## src/rtl/pipeline_defs.sv

```systemverilog
`default_nettype none
// ============================================================================
// Package     : pipeline_defs
// Description : Shared definitions for the 16-bit pipelined MIPS front end.
//               Holds the instruction width, the NOP encoding, the fetch FSM
//               state encodings and a small PC-increment helper.
// Revision    : 1.0 - initial release
// ============================================================================
package pipeline_defs;

   localparam int INSTR_W = 16;

   // Encoding presented to IF/ID whenever no real instruction is buffered.
   localparam logic [INSTR_W-1:0] NOP_INSTR = 16'h0000;

   // Fetch FSM state encodings.
   localparam logic [1:0] IDLE = 2'd0;
   localparam logic [1:0] WAIT = 2'd1;
   localparam logic [1:0] DROP = 2'd2;

   typedef enum logic [1:0] {
      ST_IDLE = IDLE,
      ST_WAIT = WAIT,
      ST_DROP = DROP
   } fetch_state_e;

   // Next sequential instruction address. 16-bit wrap-around, carry discarded.
   function automatic logic [15:0] pc_add2(input logic [15:0] a);
      return a + 16'd2;
   endfunction

endpackage : pipeline_defs
`default_nettype wire

```

## src/rtl/if_fetch_unit.sv

```systemverilog
`default_nettype none
// ============================================================================
// Module      : if_fetch_unit
// Description : Instruction-fetch stage. Owns the PC, issues requests to a
//               variable-latency instruction memory and feeds the IF/ID
//               register through a one-entry output buffer. Honours the
//               hazard-unit stall and branch/jump redirects; presents a NOP
//               whenever no real instruction is buffered.
// Ports       :
//   clk             - clock, all state changes on the rising edge
//   rst             - synchronous active-high reset
//   stall           - hazard hold (IF/ID enable is ~stall)
//   redirect        - taken branch/jump from a later stage
//   redirect_target - new PC (bit 0 ignored)
//   imem_req        - memory request valid
//   imem_addr       - memory request address, stable while imem_req is high
//   imem_ready      - memory response strobe
//   imem_rdata      - memory instruction word
//   instruction     - instruction to IF/ID (NOP when nothing buffered)
//   pc_plus_2       - address of the buffered instruction + 2
//   if_valid        - a real instruction is presented
// Revision    : 1.0 - initial release
// ============================================================================
module if_fetch_unit
   import pipeline_defs::*;
#(
   parameter logic [15:0] RESET_PC = 16'h0000
) (
   input  logic                clk,
   input  logic                rst,
   input  logic                stall,
   input  logic                redirect,
   input  logic [15:0]         redirect_target,
   output logic                imem_req,
   output logic [15:0]         imem_addr,
   input  logic                imem_ready,
   input  logic [INSTR_W-1:0]  imem_rdata,
   output logic [INSTR_W-1:0]  instruction,
   output logic [15:0]         pc_plus_2,
   output logic                if_valid
);

   fetch_state_e        state_q, state_d;
   logic [15:0]         pc_q, pc_d;
   logic [15:0]         addr_q, addr_d;
   logic [INSTR_W-1:0]  buf_instr_q, buf_instr_d;
   logic [15:0]         buf_pc2_q, buf_pc2_d;
   logic                buf_valid_q, buf_valid_d;
   logic                req_q, req_d;

   logic                consume;
   logic                buf_free;
   logic [15:0]         target;
   logic                target_lsb_unused;

   // Instructions are halfword aligned; the LSB of a redirect is dropped.
   assign target            = {redirect_target[15:1], 1'b0};
   assign target_lsb_unused = redirect_target[0];

   // IF/ID latched the buffered instruction on the preceding falling edge.
   assign consume  = buf_valid_q & ~stall;
   assign buf_free = ~buf_valid_q | consume;

   always_comb begin
      state_d     = state_q;
      pc_d        = pc_q;
      addr_d      = addr_q;
      buf_instr_d = buf_instr_q;
      buf_pc2_d   = buf_pc2_q;
      buf_valid_d = buf_valid_q;

      // A consumed entry empties the buffer unless reloaded below.
      if (consume) begin
         buf_valid_d = 1'b0;
      end

      case (state_q)
         ST_IDLE: begin
            if (redirect) begin
               pc_d        = target;
               buf_valid_d = 1'b0;
            end else if (buf_free) begin
               addr_d  = pc_q;
               state_d = ST_WAIT;
            end
         end

         ST_WAIT: begin
            if (imem_ready) begin
               if (redirect) begin
                  // Response belongs to the abandoned path.
                  pc_d        = target;
                  buf_valid_d = 1'b0;
               end else begin
                  buf_instr_d = imem_rdata;
                  buf_pc2_d   = pc_add2(addr_q);
                  buf_valid_d = 1'b1;
                  pc_d        = pc_add2(addr_q);
               end
               state_d = ST_IDLE;
            end else if (redirect) begin
               // The request cannot be withdrawn; wait out its response.
               pc_d        = target;
               buf_valid_d = 1'b0;
               state_d     = ST_DROP;
            end
         end

         ST_DROP: begin
            if (redirect) begin
               pc_d        = target;
               buf_valid_d = 1'b0;
            end
            if (imem_ready) begin
               state_d = ST_IDLE;
            end
         end

         default: begin
            state_d = ST_IDLE;
         end
      endcase

      // Request flag is registered from the next state so imem_req is a flop.
      req_d = (state_d != ST_IDLE);
   end

   always_ff @(posedge clk) begin
      if (rst) begin
         state_q     <= ST_IDLE;
         pc_q        <= RESET_PC;
         addr_q      <= RESET_PC;
         buf_instr_q <= NOP_INSTR;
         buf_pc2_q   <= 16'h0000;
         buf_valid_q <= 1'b0;
         req_q       <= 1'b0;
      end else begin
         state_q     <= state_d;
         pc_q        <= pc_d;
         addr_q      <= addr_d;
         buf_instr_q <= buf_instr_d;
         buf_pc2_q   <= buf_pc2_d;
         buf_valid_q <= buf_valid_d;
         req_q       <= req_d;
      end
   end

   assign imem_req    = req_q;
   assign imem_addr   = addr_q;
   assign instruction = buf_valid_q ? buf_instr_q : NOP_INSTR;
   assign pc_plus_2   = buf_pc2_q;
   assign if_valid    = buf_valid_q;

endmodule : if_fetch_unit
`default_nettype wire

```

## config.mk

```make
export PLATFORM = sky130hd
export DESIGN_NAME = if_fetch_unit
export DESIGN_NICKNAME = d
export VERILOG_FILES = /design/src/rtl/pipeline_defs.sv /design/src/rtl/if_fetch_unit.sv
export SDC_FILE = /design/constraint.sdc
export NUM_CORES = 1
export LEC_CHECK = 0
export CAP_MARGIN = 20
export CELL_PAD_IN_SITES_DETAIL_PLACEMENT = 0
export CELL_PAD_IN_SITES_GLOBAL_PLACEMENT = 2
export CORE_ASPECT_RATIO = 0.75
export CORE_MARGIN = 4
export CORE_UTILIZATION = 29
export DETAILED_ROUTE_END_ITERATION = 10
export GPL_ROUTABILITY_DRIVEN = 0
export GPL_TIMING_DRIVEN = 0
export PLACE_DENSITY_LB_ADDON = 0.1
export SYNTH_ARGS = -nofsm -noshare
export SYNTH_HDL_FRONTEND = slang
export SYNTH_SLANG_ARGS = --single-unit
```

## constraint.sdc

```tcl
create_clock -name clk -period 3.8 [get_ports clk]
set_input_delay 0.95 -clock clk [delete_from_list [all_inputs] [get_ports clk]]
set_output_delay 0.95 -clock clk [all_outputs]
set_load 0.03 [all_outputs]
```

### Clock routing, run 1

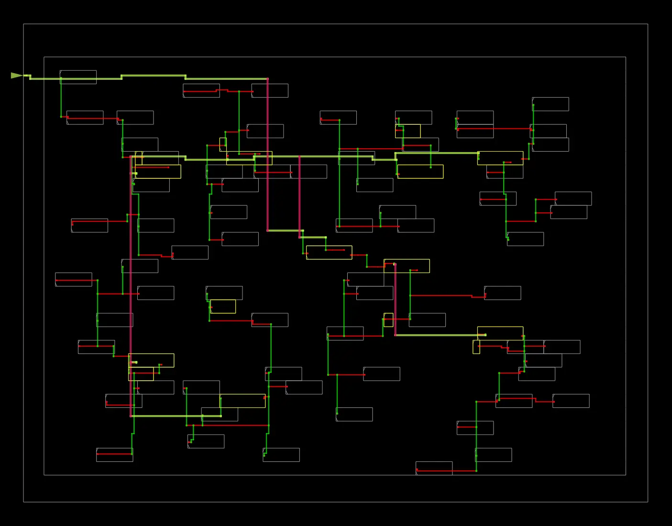
Worst-Skew Late Latency: 0.33 ns
clkbuf count: 15
total CTS buffers: 9

### Cells coloured by class, run 1

Scale: 2 px per um.
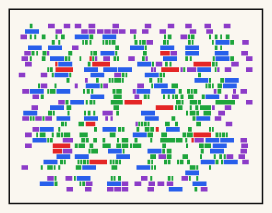
colour	class	cells
red	clock drivers and dummy loads	16
green	remaining logic cells	270
blue	registers	68
purple	remaining buffers and delay cells	110

### Signal wires on met3, run 1

Scale: 3 px per um. Cells faint in the background.
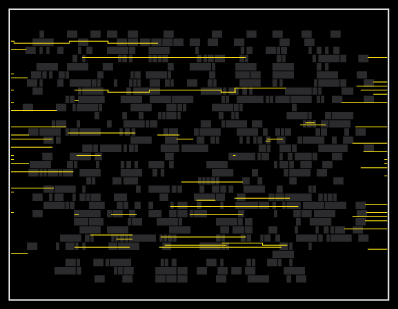
share of all routed wire	7.8%
nets with wire on the layer	55
main direction	horizontal
wire length on this layer	769 um
longest straight run	54.3 um

==> flow_metrics.tcl, run 1 <==
# place-and-route summary
set metrics [dict create \
    status "completed" \
    fin_crit_sh_pct 79.4 \
    cts_tree "done" \
    ys_cells 364 \
    clock-sinks 68 \
    cts_resized 0 \
    yosysUniqueCellTypes 52 \
    worstPathArrival_ns 2.07 \
    portBuffers 84 \
    warnings 27 \
    fmax_ghz 0.331 \
    max-clock-path-buffers 2 \
    dieArea_sq_um 12100 \
    vias 2886 \
    firstDrtPassIters 5 \
    finalCriticalPeriod_ns 3.02 \
    reg2reg_from "if_valid$_SDFF_PP0_" \
    grt_pass1_wl_mm 15.2 \
    place_inst 580 \
    worstMarginPinSlew_ns 0.670 \
    rsz0062_at_grt "no" \
    die_x_um 126 \
    track_usage_pct 16.6 \
    io_pins 87 \
    yosysChipArea_sq_um 3020 \
    syn_nets 402 \
    path_clk_slew_ns 0.05 \
    adder_share_pct 0.414 \
    core_area_sq_um 9890 \
    routedWlPerCell_um 16.5 \
    grt_pass1_vias 2701 \
    clock_skew_ns 0.00419 \
    num-fill-cells 1020 \
    peakVddDrop_mv 0.208 \
    fin_setup_tns_ns 0 \
    root_buffer "clkbuf_16" \
    maxSlewHeadroom_pct 55.3 \
    syn_avg_cell_area_sq_um 8.30 \
    yosys_warnings 0 \
    worst_hold_path_type "reg -> reg" \
    cpPeakStageDelay_ns 0.67 \
    avgViaCountPerCell 4.84 \
    xor_share_pct 1.45 \
    simple_gate_share_pct 27.2 \
    drv_slew 0 \
    mi_logic_area_sq_um 1470 \
    crit_slowest_cell "clkdlybuf4s50_1" \
    ys_seq_share_pct 45.0 \
    drive_above_1_share_pct 9.05 \
    crit_start "if_valid$_SDFF_PP0_" \
    layout.nets 497 \
    final_hold_viol_count 0 \
    ys_async_sr_fraction_pct 0 \
    hold_buffers 0 \
    ys.flop_type "dfxtp_1" \
    wirelength_mm 9.81 \
    antenna_found_initial 0 \
    startpoint_type "flip-flop" \
    rows 31 \
    dpl_worst_slack_ns 0.900 \
    cts_max_level 3 \
    diodes 0 \
    hpwl_mm 7.16 \
    worst_setup_path_end_kind "output pin" \
    stdcell_count 596 \
    cap_violations 0 \
    cp.required_ns 2.85 \
    cts_setup_buffers 0 \
    edf_count 0 \
    areaGrowthSynthToFinish_pct 42.6 \
    grt-ovfl-total 0 \
    critPathMaxFanout 10 \
    die_y_um 96.4 \
    report.final.setup_viol 0 \
    flop_area_sq_um 1360 \
    netlist_instances 364 \
    powerDensity_nw_per_um2 406 \
    drtIter0Drc 171 \
    syn_area_sq_um 3020 \
    grt_start_max_net_pins 11 \
    fp-utilization_pct 30.6 \
    ys.flops 68 \
    worst-setup-path-type "reg -> out" \
    top_logic_kind "simple AND/OR/NAND/NOR gates" \
    min_from "buf_instr_q[1]$_SDFFE_PP0P_" \
    post-route-drc-count 0 \
    mux_share_pct 1.66 \
    antenna_left 0 \
    synth.cellmix.compoundShare_pct 17.9 \
]
## run 1: where the power goes
group	internal, mW	switching (mW)
logic	0.0892	0.111
clock network	0.495	0.295
registers	0.740	0.0202
total	1.32	0.427
## run 1: per-layer routing
metal | up-vias | GRT usage (%) | routed length [um]
li1 | 1441 | - | -
met1 | 1345 | 24.6 | 4970
met2 | 90 | 22.5 | 3960
met3 | 10 | 5.27 | 768
met4 | 0 | 5.18 | 113
met5 | - | 0 | 0
## run 1: cell usage after synthesis, types with 2 or more instances
cell      number  area share [%]
nand2_1      102              13
dfxtp_1       68              45
a21oi_1       47             7.8
and2_1        16             3.3
nor2_1        16             2.0
o21ai_0       12             2.0
clkbuf_1       9             1.1
buf_2          8             1.3
a311oi_1       6             1.7
nand3_1        6            0.99
nor3_1         6            0.99
mux2i_1        5             1.7
a22oi_1        3            0.74
clkbuf_8       3             1.4
nand2b_1       3            0.62
nand4_1        3            0.62
nor4_1         3            0.62
nor4_2         3             1.2
xor2_1         3            0.87
a211oi_1       2            0.50
a31oi_1        2            0.41
and4_1         2            0.58
buf_4          2            0.50
buf_6          2            0.74
buf_8          2            0.99
inv_1          2            0.25
o21a_1         2            0.50
xnor2_1        2            0.58
## run 1: logic make-up after synthesis
kind of cell,Yosys count
AND/OR/NAND/NOR,169
AND-OR/OR-AND,87
flip-flops,68
buffers and inverters,29
XOR/XNOR,5
multiplexers,5
adder cells (fa/ha/maj),1
## run 1: worst max-delay path, delay by kind of cell (launching register included)
family	cells	cell delay (ns)
buf+inv	3	1.23
flops	1	0.32
simple gates	1	0.19
## run 1: per-stage QoR
stage	hold slack [ns]	util [%]	total power, mW	instance area (sq um)
floorplan	0.429	-	0.878	3020
global placement	0.438	40.7	0.977	4030
detailed placement	0.442	40.7	0.977	4030
CTS	0.449	43.6	1.77	4310
global route	0.468	43.6	1.82	4310
finish	0.448	43.6	1.75	4310
## run 1: placed cells by master (no fill, tap or decap), types with 2 or more instances in the layout
cell and n:
nand2_1 102, clkdlybuf4s50_1 84, dfxtp_1 68, a21oi_1 47
and2_1 16, nor2_1 16, clkbuf_1 12, o21ai_0 12
clkbuf_16 9, buf_2 8, clkbuf_8 6, nand3_1 6
a311oi_1 6, nor3_1 6, mux2i_1 5, nand2b_1 3
nor4_2 3, nand4_1 3, nor4_1 3, xor2_1 3
a22oi_1 3, buf_8 2, buf_6 2, buf_4 2
inv_1 2, and4_1 2, a31oi_1 2, o21a_1 2
xnor2_1 2, a211oi_1 2
## run 1: layout make-up
class	count	area share, %
Inverter	3	0.261
Tap cell	132	3.83
Buffer	26	4.24
Multi-Input combinational cell	267	34.0
Timing Repair Buffer	84	19.5
Clock buffer	15	6.44
Clock inverter	1	0.116
Sequential cell	68	31.6
## run 1: path summary, 6_finish.rpt
check,to,slack (ns),depth (start not counted)
worst max-delay path,instruction[10],0.78,4
worst min-delay path,buf_instr_q[1]$_SDFFE_PP0P_,0.45,2
worst max register to register,imem_addr[11]$_SDFFE_PP0P_,1.95,5
worst min register to register,buf_instr_q[1]$_SDFFE_PP0P_,0.45,2
### Port wiring, run 1

Scale: 4 px per um.
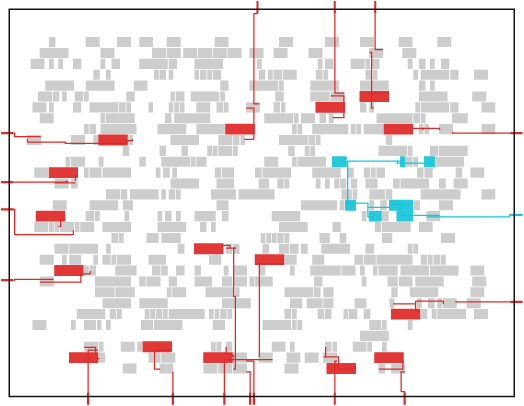

==> inputs of run 2 (changes only) <==
--- a/config.mk
+++ b/config.mk
@@ -10,7 +10,7 @@
 export CELL_PAD_IN_SITES_GLOBAL_PLACEMENT = 2
 export CORE_ASPECT_RATIO = 0.75
 export CORE_MARGIN = 4
-export CORE_UTILIZATION = 29
+export CORE_UTILIZATION = 27
 export DETAILED_ROUTE_END_ITERATION = 10
 export GPL_ROUTABILITY_DRIVEN = 0
 export GPL_TIMING_DRIVEN = 0
==> constraint.sdc (replaced) <==
create_clock -name clk -period 2.9 [get_ports clk]
set_input_delay 0.725 -clock clk [delete_from_list [all_inputs] [get_ports clk]]
set_output_delay 0.725 -clock clk [all_outputs]
set_load 0.03 [all_outputs]
### Port wiring, run 2

Scale: 4 px per um.
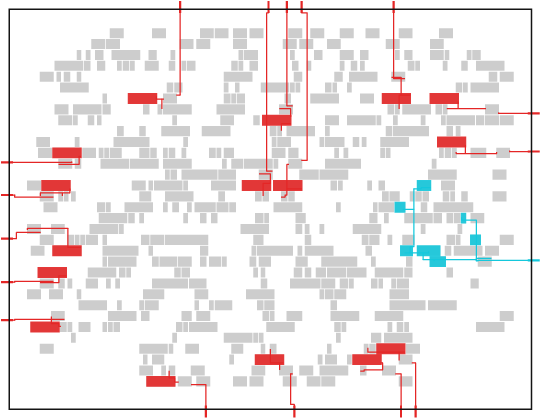
colour	port	bits	direction	end cells	wire
cyan	`imem_ready`	1	input	7	77.5 um
red	`pc_plus_2`	16	output	16	417 um
Port Buffers: 84
Ports: 87

==> run 2 against run 1 <==
Final cell count increased by 1.2%; global-route usage increased by 0.27 points; sequential cell count unchanged; worst hold slack about the same; critical path type unchanged; combinational power increased by 32%.
==> flow_metrics.tcl, run 2 <==
# place-and-route summary
set metrics [dict create \
    hpwl_mm 7.42 \
    worstMarginPinSlew_ns 0.651 \
    ys.flop_type "dfxtp_1" \
    synth_top_cell_by_count "nand2_1" \
    grtUsageMet3_pct 4.67 \
    post-route-drc-count 0 \
    cap_violations 0 \
    cts_setup_buffers 0 \
    dpl_worst_slack_ns 0.205 \
    drv_slew 0 \
    post-route-cell-area_sq_um 4330 \
    num-fill-cells 1132 \
    drtIter0Drc 121 \
    yosysTopAreaCell "dfxtp_1" \
    path_clk_slew_ns 0.05 \
    syn_nets 402 \
    grt_pass1_vias 2883 \
    seq_power_share_pct 42.1 \
    grtUsageMet1_pct 24.7 \
    ys.flops 68 \
    p_switching_uw 566 \
    worstPathArrival_ns 1.85 \
    grt_pass1_wl_mm 16.3 \
    cts_resized 0 \
    wirelength_mm 10.3 \
    status "completed" \
    clkPwrFrac_pct 46.7 \
    rows 33 \
    finalCriticalPeriod_ns 2.57 \
    use_met2_pct 24.0 \
    final_cell_mix "nand2_1, clkdlybuf4s50_1, dfxtp_1" \
    root_buffer "clkbuf_16" \
    maxSlewHeadroom_pct 56.6 \
    antenna_found_initial 0 \
    yosysChipArea_sq_um 3020 \
    layout.nets 496 \
    crit_slowest_cell "clkdlybuf4s50_1" \
    path_delay_family "buffers and inverters" \
    fin_setup_tns_ns 0 \
    vias 2870 \
    firstDrtPassIters 4 \
    yosys_warnings 0 \
    power.internal_mw 1.80 \
    cts_tree "done" \
    stdcell_count 603 \
    cts_max_level 3 \
    min_from "buf_instr_q[8]$_SDFFE_PP0P_" \
    swShare_pct 23.9 \
    cp.required_ns 2.17 \
    holdPathStages 2 \
    comb_power_share_pct 11.2 \
    worst_setup_path_end_kind "output pin" \
    grt-ovfl-total 0 \
    peakVddDrop_mv 0.286 \
    reg2reg_to "imem_addr[11]$_SDFFE_PP0P_" \
    edf_count 0 \
    placed_cell_area_sq_um 4040 \
    synth.top_cell.area_share_pct 45.0 \
    track_usage_pct 16.9 \
    report.final.setup_viol 0 \
    place_inst 588 \
    avgViaCountPerCell 4.76 \
    ys_top_cells_by_count "nand2_1, dfxtp_1, a21oi_1" \
    rrSetupSlack_ns 0.98 \
    core_area_sq_um 10900 \
    drive_above_1_share_pct 8.86 \
    hold_path_end "buf_instr_q[8]$_SDFFE_PP0P_" \
    worst-setup-path-type "reg -> out" \
    netlist_instances 364 \
    syn_area_sq_um 3020 \
    ys_async_sr_fraction_pct 0 \
]
### Clock routing, run 2

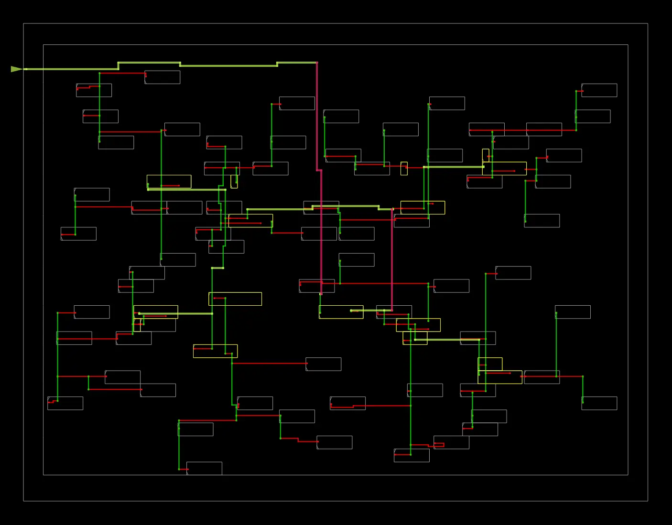
P_clk: 1.11 mW
clk sinks: 68
clock skew: 0.00680 ns
Seq cells: 68

[run 2: netlist changes by cell type in the layout (fill, tap and decap cells not counted), sizes merged]
cell,previous run,this run
bufinv,0,1
clkbuf,27,26
clkinv,1,0
[run 2: cell families after synthesis]
family                   synth area share [%]
AND/OR/NAND/NOR                          27.2
flip-flops                               45.0
AND-OR/OR-AND                            17.9
multiplexers                             1.66
buffers and inverters                    6.42
adder cells (fa/ha/maj)                 0.414
XOR/XNOR                                 1.45
[run 2: stage by stage]
step                      hold slack [ns]  util, %
after global placement              0.439     36.9
after global routing                0.467     39.6
final                               0.448     39.6
after CTS                           0.449     39.6
after floorplan                     0.429        -
after detailed placement            0.442     36.9
[run 2: layout make-up]
type                            instances  area, sq um  area share [%]
Timing Repair Buffer                   84          841            19.4
Multi-Input combinational cell        267         1470            33.9
Inverter                                3         11.3           0.260
Tap cell                              140          175            4.04
Buffer                                 25          179            4.13
Clock inverter                          1         30.0           0.693
Sequential cell                        68         1360            31.4
Clock buffer                           15          268            6.18
[run 2: power by group through the flow]
stage | registers (mW) | clock network, mW | logic, mW
after detailed placement | 1.02 | 0 | 0.267
final | 0.997 | 1.11 | 0.264
after floorplan | 1.04 | 0 | 0.111
after CTS | 0.997 | 1.14 | 0.269
after global routing | 1.00 | 1.17 | 0.290
after global placement | 1.02 | 0 | 0.268
[run 2: worst reg2reg max path, stage by stage, from the launching register on]
cell,delay (ns)
dfxtp_1,0.30
buf_2,0.23
a2111oi_4,0.70
buf_2,0.40
nand2_1,0.10
a21oi_1,0.12
[run 2: worst max-delay path by stage]
| stage | start | endpoint | cells after the start |
|---|---|---|---|
| detailed placement | redirect | imem_addr[7]$_SDFFE_PP0P_ | 6 |
| CTS | if_valid$_SDFF_PP0_ | instruction[10] | 4 |
| floorplan | if_valid$_SDFF_PP0_ | instruction[10] | 3 |
| global placement | redirect | imem_addr[6]$_SDFFE_PP0P_ | 6 |
| finish | if_valid$_SDFF_PP0_ | instruction[10] | 3 |
| global route | if_valid$_SDFF_PP0_ | instruction[10] | 3 |
[run 2: metal layers]
layer | vias to the layer above | part of all wire (%)
met5 | - | 0
met4 | 0 | 0.68
met3 | 4 | 5.6
met2 | 71 | 42
met1 | 1350 | 51
li1 | 1445 | -
No activity file was given, so power comes from the tool's default toggle rates.
